### Routed clock nets over the placement

Bar = 50 µm.
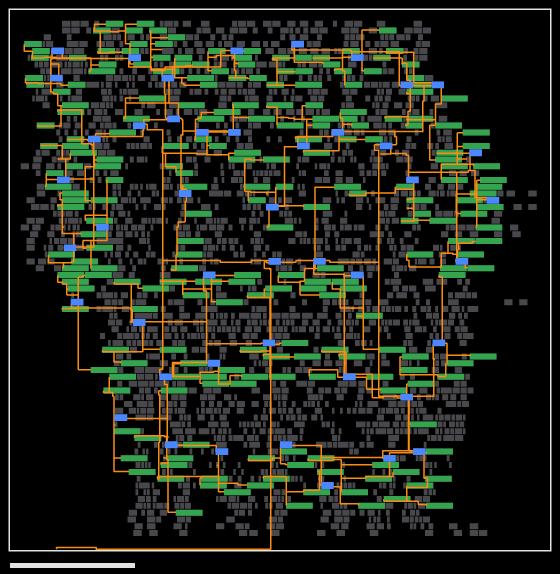
### Where the registers sit

Bar = 50 µm. Other sequential cells in the stronger gray, the rest of the logic in the fainter gray.
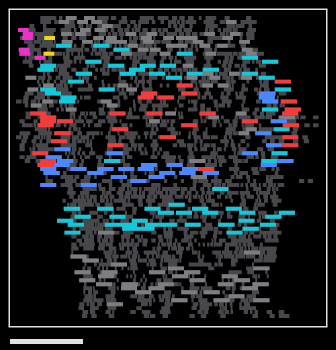
## config.mk

```make
export PLATFORM = sky130hd
export DESIGN_NAME = mul_div_unit
export DESIGN_NICKNAME = d
export VERILOG_FILES = /design/src/rtl/mul_div_unit.sv
export SDC_FILE = /design/constraint.sdc
export NUM_CORES = 1
export LEC_CHECK = 0
export CORE_MARGIN = 4
export CORE_UTILIZATION = 40
export CTS_BUF_LIST = sky130_fd_sc_hd__clkbuf_8
export DETAILED_ROUTE_END_ITERATION = 6
export GPL_ROUTABILITY_DRIVEN = 1
export PLACE_DENSITY = 0.66
export SYNTH_ARGS = -nofsm -noshare
export SYNTH_HDL_FRONTEND = slang
export SYNTH_SLANG_ARGS = --single-unit
```

## constraint.sdc

```tcl
create_clock -name clk -period 11.2 [get_ports clk]
set_input_delay 1.68 -clock clk [delete_from_list [all_inputs] [get_ports clk]]
set_output_delay 1.68 -clock clk [all_outputs]
set_load 0.005 [all_outputs]
```

## src/rtl/mul_div_unit.sv

```systemverilog
// Iterative MULT/MULTU/DIV/DIVU engine that owns the Hi/Lo pair and serves MFHI/MFLO reads.
// Optional macro MD_EARLY_TERM_EN: multiply leaves CALC once the remaining multiplier bits are zero.
module mul_div_unit #(
    parameter int WIDTH = 32,
    parameter int CNT_W = 6
) (
    input  logic             clk,
    input  logic             rst_n,
    input  logic             start,
    input  logic             is_mult,
    input  logic             is_unsigned,
    input  logic [WIDTH-1:0] op_a,
    input  logic [WIDTH-1:0] op_b,
    input  logic             rd_en,
    input  logic             rd_is_hi,
    output logic [WIDTH-1:0] rd_data,
    output logic             busy,
    output logic             done,
    output logic             div_by_zero
);

    typedef enum logic [1:0] {IDLE, CALC, FIX, DONE} state_t;

    state_t               state, state_nxt;
    logic [CNT_W-1:0]     cnt;
    logic [WIDTH-1:0]     hi, lo;
    logic                 dbz;

    logic [2*WIDTH-1:0]   acc;
    logic [WIDTH-1:0]     mcand;
    logic [WIDTH-1:0]     divr;
    logic [WIDTH-1:0]     raw_a;
    logic                 op_mult, op_uns, neg_a, neg_res, b_zero;

    logic                 accept, calc_last;
    logic [WIDTH:0]       mul_sum, rem_t, diff;
    logic [2*WIDTH-1:0]   mul_nxt, div_nxt, prod;
    logic [WIDTH-1:0]     fix_hi, fix_lo;

    function automatic logic [WIDTH-1:0] abs_val(input logic signed [WIDTH-1:0] v,
                                                 input logic uns);
        return (uns || !v[WIDTH-1]) ? v : -v;
    endfunction

    assign accept  = start && (state == IDLE || state == DONE);
    assign busy    = (state == CALC) || (state == FIX);
    assign done    = (state == DONE);
    assign rd_data = rd_en ? (rd_is_hi ? hi : lo) : '0;
    assign div_by_zero = dbz;

`ifdef MD_EARLY_TERM_EN
    logic [CNT_W-1:0] sh;
    assign calc_last = (cnt == CNT_W'(WIDTH - 1)) || (op_mult && divr[WIDTH-1:1] == '0);
    // cnt holds the number of shifts performed; realign the partial product
    assign sh        = CNT_W'(WIDTH) - cnt;
    assign prod      = acc >> sh;
`else
    assign calc_last = (cnt == CNT_W'(WIDTH - 1));
    assign prod      = acc;
`endif

    // multiply step: add multiplicand into the upper half, shift right; divr[0] is the current bit
    assign mul_sum = {1'b0, acc[2*WIDTH-1:WIDTH]} + ({1'b0, mcand} & {(WIDTH+1){divr[0]}});
    assign mul_nxt = {mul_sum, acc[WIDTH-1:1]};

    // restoring divide step: {remainder, dividend/quotient} shifts left one bit
    assign rem_t   = {acc[2*WIDTH-1:WIDTH], acc[WIDTH-1]};
    assign diff    = rem_t - {1'b0, divr};
    assign div_nxt = {(diff[WIDTH] ? rem_t[WIDTH-1:0] : diff[WIDTH-1:0]),
                      acc[WIDTH-2:0], ~diff[WIDTH]};

    always_comb begin
        fix_hi = '0;
        fix_lo = '0;
        if (op_mult) begin
            {fix_hi, fix_lo} = (!op_uns && neg_res) ? -prod : prod;
        end else if (b_zero) begin
            fix_hi = raw_a;
            fix_lo = '1;
        end else begin
            fix_lo = (!op_uns && neg_res) ? -acc[WIDTH-1:0] : acc[WIDTH-1:0];
            fix_hi = (!op_uns && neg_a) ? -acc[2*WIDTH-1:WIDTH] : acc[2*WIDTH-1:WIDTH];
        end
    end

    always_comb begin
        state_nxt = state;
        case (state)
            IDLE:    if (start) state_nxt = CALC;
            CALC:    if (calc_last) state_nxt = FIX;
            FIX:     state_nxt = DONE;
            DONE:    state_nxt = start ? CALC : IDLE;
            default: state_nxt = IDLE;
        endcase
    end

    always_ff @(posedge clk) begin
        if (!rst_n) begin
            state <= IDLE;
            cnt   <= '0;
            hi    <= '0;
            lo    <= '0;
            dbz   <= 1'b0;
        end else begin
            state <= state_nxt;
            if (accept) begin
                cnt <= '0;
                dbz <= 1'b0;
            end else if (state == CALC) begin
                cnt <= cnt + 1'b1;
            end
            if (state == FIX) begin
                hi  <= fix_hi;
                lo  <= fix_lo;
                dbz <= b_zero && !op_mult;
            end
        end
    end

    // operand latches and iteration datapath; only meaningful after an accept
    always_ff @(posedge clk) begin
        if (accept) begin
            op_mult <= is_mult;
            op_uns  <= is_unsigned;
            mcand   <= abs_val(op_a, is_unsigned);
            divr    <= abs_val(op_b, is_unsigned);
            raw_a   <= op_a;
            neg_a   <= op_a[WIDTH-1];
            neg_res <= op_a[WIDTH-1] ^ op_b[WIDTH-1];
            b_zero  <= (op_b == '0);
            acc     <= is_mult ? '0 : {{WIDTH{1'b0}}, abs_val(op_a, is_unsigned)};
        end else if (state == CALC) begin
            if (op_mult) begin
                acc  <= mul_nxt;
                divr <= divr >> 1;
            end else begin
                acc  <= div_nxt;
            end
        end
    end

endmodule

```

==> results.txt <==
Update from the flow run.

The wire length of the first global-routing pass is 83080 µm. The most frequent cell after synthesis is sky130_fd_sc_hd__a21oi_1. Buffers inserted during clock tree synthesis total 45. STA reports the tightest min-delay check as being of type reg2reg. In this run, the synthesized area fraction spent on and/or/nand/nor cells is recorded as 0.1688. The cell-mix breakdown from Yosys lists the compound-gate area share as 0.2079. The internal power summed over all cells is 3443 µW.

The final clock skew is 0.03978 ns. The fill cell total of the finished layout is 4258. The post-synth count of flops with an enable pin is 163. The CTS tree is built.

The via count of the first global-routing pass came to 15090. The worst stage delay on the critical path is 1.06 ns. Entering global routing, the biggest net connects 82 pins. The synthesized netlist was found by Yosys to have 1965 cells. Per the CTS log, the root buffer master is sky130_fd_sc_hd__clkbuf_8.

The post-layout instance count excluding filler cells is 2638. The placement summary gives the final routability congestion estimate as 0.9212. The script logs the mean routed wire length per placed instance as 20.22 µm. The worst path setup slack after routing is 6.031 ns. In this run the core area contains 76 standard-cell rows. The count of buffers inserted at the top-level ports is 105. Non-clock buffers in the final layout number 125.

The worst setup path is of the in2out kind. Compared with the post-synthesis result, the final layout area differs by 13.10%. Clock tree synthesis found a total of 236 sinks. Per the STA report, the cell with the highest stage delay on the worst path is sky130_fd_sc_hd__clkdlybuf4s50_1. The instance area at placement is 0.01875 mm². The region available for standard cell placement spans 0.04298 mm². The pin slew with the least headroom to its limit is 1.261 ns. Across every metal layer, demand over resource in global routing totals 0.2211.

The flow ran to the end, and the final reports show no timing, DRC or antenna violations. The clock tree cell share of total cell area is 0.04462. The cell with the most instances on the worst path is sky130_fd_sc_hd__clkdlybuf4s50_1.

The nature of the critical path startpoint is an input port. The summed negative setup slack over all endpoints is 0 ns. For this run, the post-layout net count is 2167. The H-tree depth is 2. Counting along the longest clock path gives a buffer depth of 3. Setup repair after global routing left no endpoint under its margin. The script parses the final routing iteration and logs DRC violations as 0.

The critical path capture point type is a primary output. The post-cts hold-fix buffer tally is 0. The proportion of total power due to net switching is 0.4657. The number of I/O pins is 106.

After synthesis the netlist holds a flip-flop and latch count of 236. The post-synthesis share of cell area spent on xor and xnor gates is 0.09833. The total via count after detailed routing is 15330. Of the total synthesized cell area, the portion taken by full adders, half adders and majority gates is 0.05566.
## Picture notes: 'Routed clock nets over the placement'
[green] flip-flops | count: 236
[orange] clock wires | length: 4100 µm
[blue] cells driving clock nets | count: 45
flops lie: widely spread

## Picture notes: 'Where the registers sit'
| color | netlist name | sequential cells |
|---|---|---|
| magenta | `cnt` | 6 |
| blue | `mcand` | 32 |
| cyan | `acc` | 64 |
| red | `raw_a` | 31 |
| yellow | `state` | 2 |
not colored: 101
sequential power: 1940 µW
share of the final layout cell area in sequential cells: 0.3238
final core utilization: 0.4567
register area: 0.006356 mm²

## final timing paths
kind	to	slack, ns	cells past startpoint	start
setup / recovery	rd_data[2]	6.03	3	rd_en
hold / removal	hi[24]	0.48	2	hi[24]
setup reg to reg	acc[63]	6.62	12	divr[0]
hold reg to reg	hi[24]	0.48	2	hi[24]
## worst max-delay path, delay by kind of cell
kind	cells	cell delay [ns]
simple gates	1	0.22
buf+inv	2	1.58
## sequential cells by signal (all words and copies together) (netlist names), 2 cells and up
signal / flops
acc: 64
divr: 32
hi: 32
lo: 32
mcand: 32
raw_a: 31
cnt: 6
state: 2
## power by group through the flow
stage / clock network (µW) / registers [µW] / logic [µW]
global placement: 0 / 1940 / 3540
finish: 849 / 1940 / 3660
CTS: 869 / 1930 / 3640
global route: 912 / 1980 / 4070
detailed placement: 0 / 1950 / 3610
floorplan: 0 / 1720 / 2870
## cells in the final DEF, fill, tap and decap left out, types with 6 or more instances in the layout
cell / synthesis / final
sky130_fd_sc_hd__a31o_2: 10 / 10
sky130_fd_sc_hd__or3_1: 17 / 17
sky130_fd_sc_hd__ha_1: 74 / 73
sky130_fd_sc_hd__clkdlybuf4s50_1: 0 / 103
sky130_fd_sc_hd__and3_1: 12 / 12
sky130_fd_sc_hd__buf_4: 2 / 20
sky130_fd_sc_hd__o21ai_0: 164 / 164
sky130_fd_sc_hd__mux2i_1: 94 / 94
sky130_fd_sc_hd__a2111oi_0: 6 / 6
sky130_fd_sc_hd__nor4_1: 20 / 20
sky130_fd_sc_hd__a21oi_1: 238 / 238
sky130_fd_sc_hd__nor2_1: 121 / 120
sky130_fd_sc_hd__nor2b_1: 50 / 49
sky130_fd_sc_hd__a31oi_1: 23 / 23
sky130_fd_sc_hd__and2_1: 45 / 45
sky130_fd_sc_hd__edfxtp_1: 163 / 163
sky130_fd_sc_hd__o21a_1: 12 / 12
sky130_fd_sc_hd__inv_1: 64 / 81
sky130_fd_sc_hd__nand2b_1: 19 / 17
sky130_fd_sc_hd__a21o_1: 28 / 28
sky130_fd_sc_hd__nand3b_1: 6 / 6
sky130_fd_sc_hd__nand4_1: 11 / 11
sky130_fd_sc_hd__xnor2_1: 102 / 102
sky130_fd_sc_hd__o21bai_1: 8 / 8
sky130_fd_sc_hd__clkbuf_8: 4 / 52
sky130_fd_sc_hd__nand3_1: 43 / 43
sky130_fd_sc_hd__dfxtp_1: 73 / 73
sky130_fd_sc_hd__o41ai_1: 9 / 9
sky130_fd_sc_hd__nor3_1: 36 / 36
sky130_fd_sc_hd__or2_2: 7 / 7
sky130_fd_sc_hd__o211ai_1: 11 / 11
sky130_fd_sc_hd__o2bb2ai_1: 6 / 6
sky130_fd_sc_hd__a211oi_1: 10 / 10
sky130_fd_sc_hd__or4_1: 9 / 9
sky130_fd_sc_hd__o31ai_1: 17 / 17
sky130_fd_sc_hd__o221ai_1: 6 / 6
sky130_fd_sc_hd__o22ai_1: 15 / 15
sky130_fd_sc_hd__nand2_1: 142 / 142
sky130_fd_sc_hd__xor2_1: 91 / 91
## metal layers
metal	GRT usage	up-vias	share of wire
met3	0.03001	120	0.054
met5	0	-	0
met4	0.09622	0	0.039
met1	0.2879	7399	0.43
met2	0.3690	483	0.48
li1	-	7325	-
Power and IR drop assume default switching activity.
